Figure 1. Metal layers overlaid (run 1).
Drawn at 4 px/µm. Only two layers are drawn.
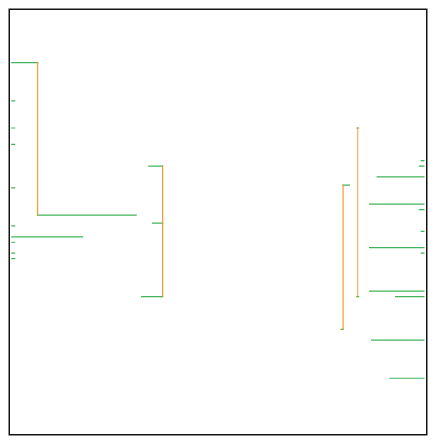
Figure 2. Gate families picked out (run 1).
Drawn at 4 px/µm.
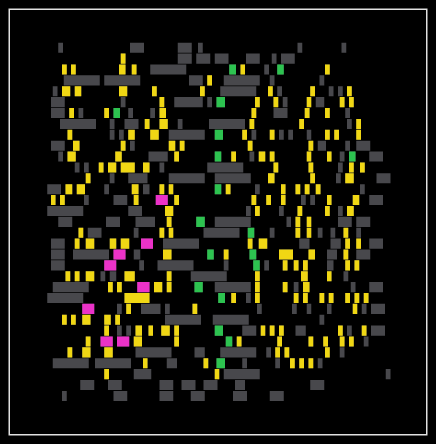
Figure 3. Congestion heat map (run 1).
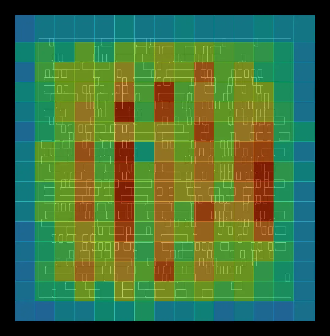
$ cat src/rtl/exe_forward_ctrl_pkg.sv
// Shared widths, forwarding-select encodings and FSM states for the EXE-stage hazard/forwarding
// controller and its per-source comparator.
package exe_forward_ctrl_pkg;

    localparam int unsigned REG_ADDR_LEN = 5;
    localparam int unsigned FORW_SEL_LEN = 2;

    localparam logic [FORW_SEL_LEN-1:0] FW_NONE = 2'd0;
    localparam logic [FORW_SEL_LEN-1:0] FW_MEM  = 2'd1;
    localparam logic [FORW_SEL_LEN-1:0] FW_WB   = 2'd2;

    typedef enum logic [1:0] {
        StRun    = 2'd0,
        StBubble = 2'd1,
        StFrozen = 2'd2
    } fsm_state_e;

    // r0 is hard-wired to zero, so it never produces a dependency.
    function automatic logic src_hit(input logic [REG_ADDR_LEN-1:0] src,
                                     input logic [REG_ADDR_LEN-1:0] dest,
                                     input logic                    wb_en);
        return wb_en && (src != '0) && (dest == src);
    endfunction

endpackage

$ cat src/rtl/fw_select_cmp.sv
// Compares one ID-stage source register against the EX and MEM shadows and produces its
// forwarding select plus a dependency flag used for hazard detection. Honours EXE_FORWARDING_EN.
module fw_select_cmp
    import exe_forward_ctrl_pkg::*;
(
    input  logic [REG_ADDR_LEN-1:0] src,
    input  logic                    active,
    input  logic [REG_ADDR_LEN-1:0] ex_dest,
    input  logic                    ex_wb_en,
    input  logic [REG_ADDR_LEN-1:0] mem_dest,
    input  logic                    mem_wb_en,
    output logic [FORW_SEL_LEN-1:0] sel,
    output logic                    hit
);

    logic ex_hit;
    logic mem_hit;

    assign ex_hit  = active && src_hit(src, ex_dest, ex_wb_en);
    assign mem_hit = active && src_hit(src, mem_dest, mem_wb_en);

`ifdef EXE_FORWARDING_EN
    // The EX shadow is the newer producer, so it takes priority over MEM.
    always_comb begin
        sel = FW_NONE;
        if (ex_hit) begin
            sel = FW_MEM;
        end else if (mem_hit) begin
            sel = FW_WB;
        end
    end

    // Only an EX-stage producer can leave a dependency that forwarding cannot cover.
    assign hit = ex_hit;
`else
    assign sel = FW_NONE;
    assign hit = ex_hit | mem_hit;
`endif

endmodule

$ cat src/rtl/exe_forward_ctrl.sv
// EXE-stage hazard and forwarding controller: shadows EX/MEM/WB destinations, registers the
// operand/store forwarding selects and raises load-use stalls. Optional feature: EXE_FORWARDING_EN.
module exe_forward_ctrl
    import exe_forward_ctrl_pkg::*;
#(
    parameter int unsigned CNT_LEN = 16
) (
    input  logic                    clk,
    input  logic                    rst,
    input  logic                    freeze,
    input  logic [REG_ADDR_LEN-1:0] ID_src1,
    input  logic [REG_ADDR_LEN-1:0] ID_src2,
    input  logic [REG_ADDR_LEN-1:0] ID_ST_src,
    input  logic                    ID_two_src,
    input  logic                    ID_is_store,
    input  logic [REG_ADDR_LEN-1:0] ID_dest,
    input  logic                    ID_WB_EN,
    input  logic                    ID_MEM_R_EN,
    output logic [FORW_SEL_LEN-1:0] val1_sel,
    output logic [FORW_SEL_LEN-1:0] val2_sel,
    output logic [FORW_SEL_LEN-1:0] ST_val_sel,
    output logic                    hazard_stall,
    output logic [CNT_LEN-1:0]      stall_count
);

    localparam logic [CNT_LEN-1:0] CntOne = 1;
    localparam logic [CNT_LEN-1:0] CntMax = '1;

    logic [REG_ADDR_LEN-1:0] ex_dest_q, ex_dest_d;
    logic                    ex_wb_en_q, ex_wb_en_d;
    logic                    ex_mem_r_q, ex_mem_r_d;
    logic [REG_ADDR_LEN-1:0] mem_dest_q;
    logic                    mem_wb_en_q;
    logic [REG_ADDR_LEN-1:0] wb_dest_q;
    logic                    wb_wb_en_q;

    logic [FORW_SEL_LEN-1:0] val1_sel_q, val1_sel_d;
    logic [FORW_SEL_LEN-1:0] val2_sel_q, val2_sel_d;
    logic [FORW_SEL_LEN-1:0] st_sel_q, st_sel_d;
    logic [CNT_LEN-1:0]      stall_count_q, stall_count_d;

    fsm_state_e state_q, state_d;
    fsm_state_e held_q, held_d;

    logic [FORW_SEL_LEN-1:0] sel1, sel2, sel_st;
    logic                    hit1, hit2, hit_st;

    fw_select_cmp u_cmp_src1 (
        .src       (ID_src1),
        .active    (1'b1),
        .ex_dest   (ex_dest_q),
        .ex_wb_en  (ex_wb_en_q),
        .mem_dest  (mem_dest_q),
        .mem_wb_en (mem_wb_en_q),
        .sel       (sel1),
        .hit       (hit1)
    );

    fw_select_cmp u_cmp_src2 (
        .src       (ID_src2),
        .active    (ID_two_src),
        .ex_dest   (ex_dest_q),
        .ex_wb_en  (ex_wb_en_q),
        .mem_dest  (mem_dest_q),
        .mem_wb_en (mem_wb_en_q),
        .sel       (sel2),
        .hit       (hit2)
    );

    fw_select_cmp u_cmp_st (
        .src       (ID_ST_src),
        .active    (ID_is_store),
        .ex_dest   (ex_dest_q),
        .ex_wb_en  (ex_wb_en_q),
        .mem_dest  (mem_dest_q),
        .mem_wb_en (mem_wb_en_q),
        .sel       (sel_st),
        .hit       (hit_st)
    );

`ifdef EXE_FORWARDING_EN
    assign hazard_stall = ex_mem_r_q & (hit1 | hit2 | hit_st);
`else
    // Without forwarding every in-flight producer must drain; load status is irrelevant.
    assign hazard_stall = hit1 | hit2 | hit_st;
    logic unused_mem_r;
    assign unused_mem_r = ex_mem_r_q;
`endif

    // WB-stage producers resolve through the register file's write-before-read.
    logic unused_wb;
    assign unused_wb = ^{wb_dest_q, wb_wb_en_q};

    always_comb begin
        ex_dest_d     = ID_dest;
        ex_wb_en_d    = ID_WB_EN;
        ex_mem_r_d    = ID_MEM_R_EN;
        val1_sel_d    = sel1;
        val2_sel_d    = sel2;
        st_sel_d      = sel_st;
        stall_count_d = stall_count_q;
        if (hazard_stall) begin
            ex_dest_d  = '0;
            ex_wb_en_d = 1'b0;
            ex_mem_r_d = 1'b0;
            val1_sel_d = FW_NONE;
            val2_sel_d = FW_NONE;
            st_sel_d   = FW_NONE;
            if (stall_count_q != CntMax) begin
                stall_count_d = stall_count_q + CntOne;
            end
        end
    end

    always_comb begin
        state_d = state_q;
        held_d  = held_q;
        if (freeze) begin
            state_d = StFrozen;
            if (state_q != StFrozen) begin
                held_d = state_q;
            end
        end else if (state_q == StFrozen) begin
            state_d = held_q;
        end else begin
            state_d = hazard_stall ? StBubble : StRun;
        end
    end

    always_ff @(posedge clk or posedge rst) begin
        if (rst) begin
            state_q <= StRun;
            held_q  <= StRun;
        end else begin
            state_q <= state_d;
            held_q  <= held_d;
        end
    end

    always_ff @(posedge clk or posedge rst) begin
        if (rst) begin
            ex_dest_q     <= '0;
            ex_wb_en_q    <= 1'b0;
            ex_mem_r_q    <= 1'b0;
            mem_dest_q    <= '0;
            mem_wb_en_q   <= 1'b0;
            wb_dest_q     <= '0;
            wb_wb_en_q    <= 1'b0;
            val1_sel_q    <= FW_NONE;
            val2_sel_q    <= FW_NONE;
            st_sel_q      <= FW_NONE;
            stall_count_q <= '0;
        end else if (!freeze) begin
            ex_dest_q     <= ex_dest_d;
            ex_wb_en_q    <= ex_wb_en_d;
            ex_mem_r_q    <= ex_mem_r_d;
            mem_dest_q    <= ex_dest_q;
            mem_wb_en_q   <= ex_wb_en_q;
            wb_dest_q     <= mem_dest_q;
            wb_wb_en_q    <= mem_wb_en_q;
            val1_sel_q    <= val1_sel_d;
            val2_sel_q    <= val2_sel_d;
            st_sel_q      <= st_sel_d;
            stall_count_q <= stall_count_d;
        end
    end

    assign val1_sel    = val1_sel_q;
    assign val2_sel    = val2_sel_q;
    assign ST_val_sel  = st_sel_q;
    assign stall_count = stall_count_q;

endmodule
$ cat config.mk
export PLATFORM = sky130hd
export DESIGN_NAME = exe_forward_ctrl
export DESIGN_NICKNAME = d
export VERILOG_FILES = /design/src/rtl/exe_forward_ctrl_pkg.sv /design/src/rtl/fw_select_cmp.sv /design/src/rtl/exe_forward_ctrl.sv
export SDC_FILE = /design/constraint.sdc
export NUM_CORES = 1
export LEC_CHECK = 0
export ABC_AREA = 1
export CELL_PAD_IN_SITES_DETAIL_PLACEMENT = 1
export CELL_PAD_IN_SITES_GLOBAL_PLACEMENT = 2
export CORE_AREA = 8 8 96 98
export DETAILED_ROUTE_END_ITERATION = 12
export DIE_AREA = 0 0 104 106
export PLACE_DENSITY_LB_ADDON = 0.1
export SLEW_MARGIN = 10
export SYNTH_ARGS = -nofsm -noshare
export SYNTH_HDL_FRONTEND = slang
export SYNTH_SLANG_ARGS = --single-unit
$ cat constraint.sdc
create_clock -name clk -period 4 [get_ports clk]
set_clock_uncertainty 0.1 [all_clocks]
set_input_delay 1.2 -clock clk [delete_from_list [all_inputs] [get_ports clk]]
set_output_delay 1.2 -clock clk [all_outputs]
set_load 0.02 [all_outputs]
==> flow_summary.json, run 1 <==
{
  "syn_inst_count": 338,
  "timing.critical_path.required_ns": 2.70,
  "dr_wl_met3_um": 153,
  "hold_slack_ns": 0.431,
  "synth.yosys.num_cells": 338,
  "yosys.area_share.xor_xnor_pct": 3.31,
  "ys_warns": 0,
  "htree_num_levels": 1,
  "holdPathStages": 2,
  "areaGrowthSynthToFinish_pct": 28.4,
  "power.combinational.fraction_pct": 31.2,
  "layout.area.top_class": "combinational gates",
  "compound_area_share_pct": 4.61,
  "seq_area_share_pct": 25.8,
  "layout_top_cells": "sky130_fd_sc_hd__nand2_1 (139), sky130_fd_sc_hd__clkdlybuf4s50_1 (41), sky130_fd_sc_hd__inv_1 (38), sky130_fd_sc_hd__dfrtp_1 (28), sky130_fd_sc_hd__nor2_1 (27)",
  "warning_count": 27,
  "layout.filler_cells": 1035,
  "clkbuf_count": 4,
  "reg2regPathDepth": 12,
  "drv_slew": 0,
  "grt_pass1_wl_um": 11500,
  "place_ws_ns": -0.381,
  "timing.final.hold_violations": 0,
  "run_status": "completed",
  "startpoint_of_the_worst_register_to_register_path": "ex_dest_q[2]$_DFFE_PP0N_",
  "ff_type": "sky130_fd_sc_hd__dfrtp_1",
  "top_power_group": "sequential cells",
  "numCtsBuffers": 3,
  "buffering_overhead_pct": 17.8,
  "gr-total-overflow": 0,
  "synth_async_sr_flop_share_pct": 100,
  "maximum_number_of_pins_on_one_net_before_global_route_repair": 30,
  "comb.multi_input.count": 253,
  "layout.area.comb_um2": 1170,
  "path_cells": "clkdlybuf4s50_1 > inv_1 > nand2_1 > nand2_1 > nor2_1 > nand3_1 > nand2_1 > nand2_1 > nand3_2 > buf_4",
  "route.top_layer_used": "met4",
  "endpoint": "hazard_stall",
  "syn-cell-area_um2": 2120,
  "clock.latency.late_pin_ns": 0.29,
  "die.size.y_um": 106,
  "worst_setup_hold_path_clk_slew_ns": 0.10,
  "critPathArrivalTime_ns": 2.57,
  "port_buffers": 42,
  "cp.depth": 10,
  "final.min_clock_period_ns": 3.87,
  "chipWidth_um": 104,
  "inverters_excl_clock": 48,
  "drt_drc_violations_left": 0,
  "synthDominantCellAreaShare_pct": 33.1,
  "timing.critical_path.to_type": "output port",
  "globalplace.congestion": 0.772,
  "synth.cellmix.simpleShare_pct": 45.4,
  "place.detailed.instances": 483,
  "switching_power_w": 0.000280,
  "synth-edff-count": 0,
  "met2_wirelength_um": 3720,
  "ys_seq_elements": 28,
  "layout.non_clock_buffers": 49,
  "layout_setup_ws_ns": 0.128,
  "met1_length_um": 2820,
  "antenna-diode-count": 0,
  "cell_internal_pwr_w": 0.000501,
  "postSynthAreaPerCell_um2": 6.26,
  "min_period_over_period_pct": 96.8,
  "number_of_different_library_cells_in_the_post_synthesis_netlist": 24,
  "timing.critical_path.max_delay_family": "buffers and inverters",
  "post_dp_cell_area_um2": 2660,
  "post-layout-total-power_w": 0.000781,
  "critical_path.reg2reg.endpoint": "stall_count[1]$_DFFE_PP0P_",
  "nFlopsAndLatches": 28,
  "synthTopLogicFamily": "simple AND/OR/NAND/NOR gates"
}
Back to the opening pictures, Figure 1:
met4: shown in orange, wire length 149 µm. met3: shown in green, wire length 153 µm.
global router's overall resource usage: 12.7%
detail-routed net length per standard cell: 14.0 µm
Routed WL: 6840 µm

Back to the opening pictures, Figure 2:
NAND gates: shown in yellow, cells 183, most used nand2_1. XOR/XNOR gates: shown in magenta, cells 8, most used xor2_1. inverting AOI/OAI gates: shown in green, cells 18, most used o21ai_0.
count of non-filler cells in the finished layout: 487
most common library cell in the layout ignoring fill and taps: sky130_fd_sc_hd__nand2_1
multi-input logic portion of the cell area: 43.0%

Back to the opening pictures, Figure 3:
GRT met2 Usage: 25.1%
share of the core filled with cells in the final layout: 34.7%
met1 track utilization from global routing: 13.4%
met3 Resource Use GR: 1.45%
layer with the highest usage: met2

Figure 4. The metal 1 layer (run 1).
Drawn at 4 px/µm. Supply wires on this layer in gray.
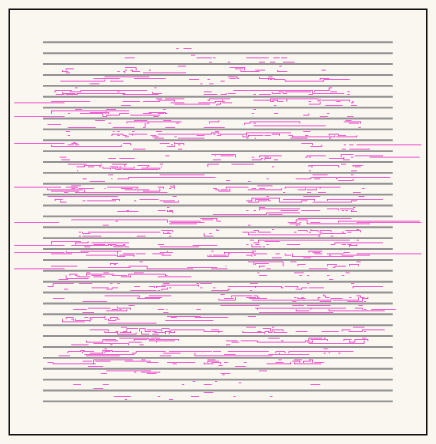

==> run 2, diff against run 1 <==
CELL_PAD_IN_SITES_DETAIL_PLACEMENT = not set   (was 1)
CELL_PAD_IN_SITES_GLOBAL_PLACEMENT = not set   (was 2)
CORE_AREA = 8 8 72 74   (was 8 8 96 98)
DIE_AREA = 0 0 80 82   (was 0 0 104 106)
PLACE_DENSITY = 0.84   (was not set)
PLACE_DENSITY_LB_ADDON = not set   (was 0.1)
Figure 5. The metal 1 layer (run 2).
Drawn at 4 px/µm. Supply wires on this layer in gray.
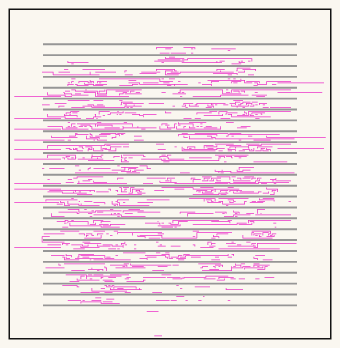
The layer carries 2460 µm of wire. 367 nets have wire on it. The wires run mostly horizontal. The layer holds 44% of the routed length.
Routed WL: 5650 µm
overall via count from detail_route: 2207
met1 track utilization from global routing: 21.0%

Figure 6. Metal layers overlaid (run 2).
Drawn at 4 px/µm. Only two layers are drawn.
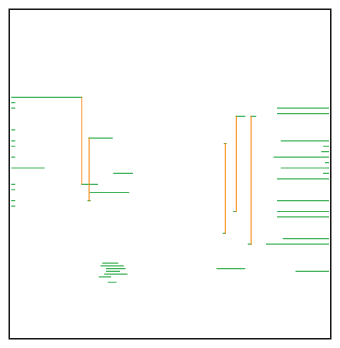
met4: shown in orange, wire length 116 µm. met3: shown in green, wire length 248 µm.
detail-routed net length per standard cell: 12.9 µm
global router's overall resource usage: 17.6%

==> flow_summary.json, run 2 <==
{
  "number_of_different_library_cells_in_the_post_synthesis_netlist": 24,
  "seq_area_share_pct": 26.3,
  "startpoint_of_the_worst_register_to_register_path": "ex_dest_q[2]$_DFFE_PP0N_",
  "hold_slack_ns": 0.417,
  "syn-cell-area_um2": 2120,
  "antenna-diode-count": 0,
  "clkbuf_count": 4,
  "synth.yosys.num_cells": 338,
  "multi_input_logic_portion_of_the_cell_area_pct": 43.7,
  "htree_num_levels": 1,
  "dr_wl_met3_um": 247,
  "worst_setup_hold_path_clk_slew_ns": 0.09,
  "layout.area.comb_um2": 1160,
  "min_period_over_period_pct": 96.1,
  "ff_type": "sky130_fd_sc_hd__dfrtp_1",
  "layout_setup_ws_ns": 0.155,
  "compound_area_share_pct": 4.61,
  "gr-total-overflow": 0,
  "numCtsBuffers": 3,
  "place.detailed.instances": 434,
  "drv_slew": 0,
  "grt_pass1_wl_um": 9450,
  "layout_top_cells": "sky130_fd_sc_hd__nand2_1 (139), sky130_fd_sc_hd__clkdlybuf4s50_1 (41), sky130_fd_sc_hd__inv_1 (38), sky130_fd_sc_hd__nor2_1 (29), sky130_fd_sc_hd__dfrtp_1 (28)",
  "post_dp_cell_area_um2": 2610,
  "layout.area.top_class": "combinational gates",
  "switching_power_w": 0.000265,
  "buffering_overhead_pct": 18.7,
  "die.size.y_um": 82,
  "gr-usage-met3_pct": 2.74,
  "final.min_clock_period_ns": 3.85,
  "comb.multi_input.count": 253,
  "synthTopLogicFamily": "simple AND/OR/NAND/NOR gates",
  "chipWidth_um": 80,
  "ys_seq_elements": 28,
  "met1_length_um": 2460,
  "gr-max-usage-layer": "met2",
  "holdPathStages": 2,
  "run_status": "completed",
  "timing.critical_path.required_ns": 2.70
}
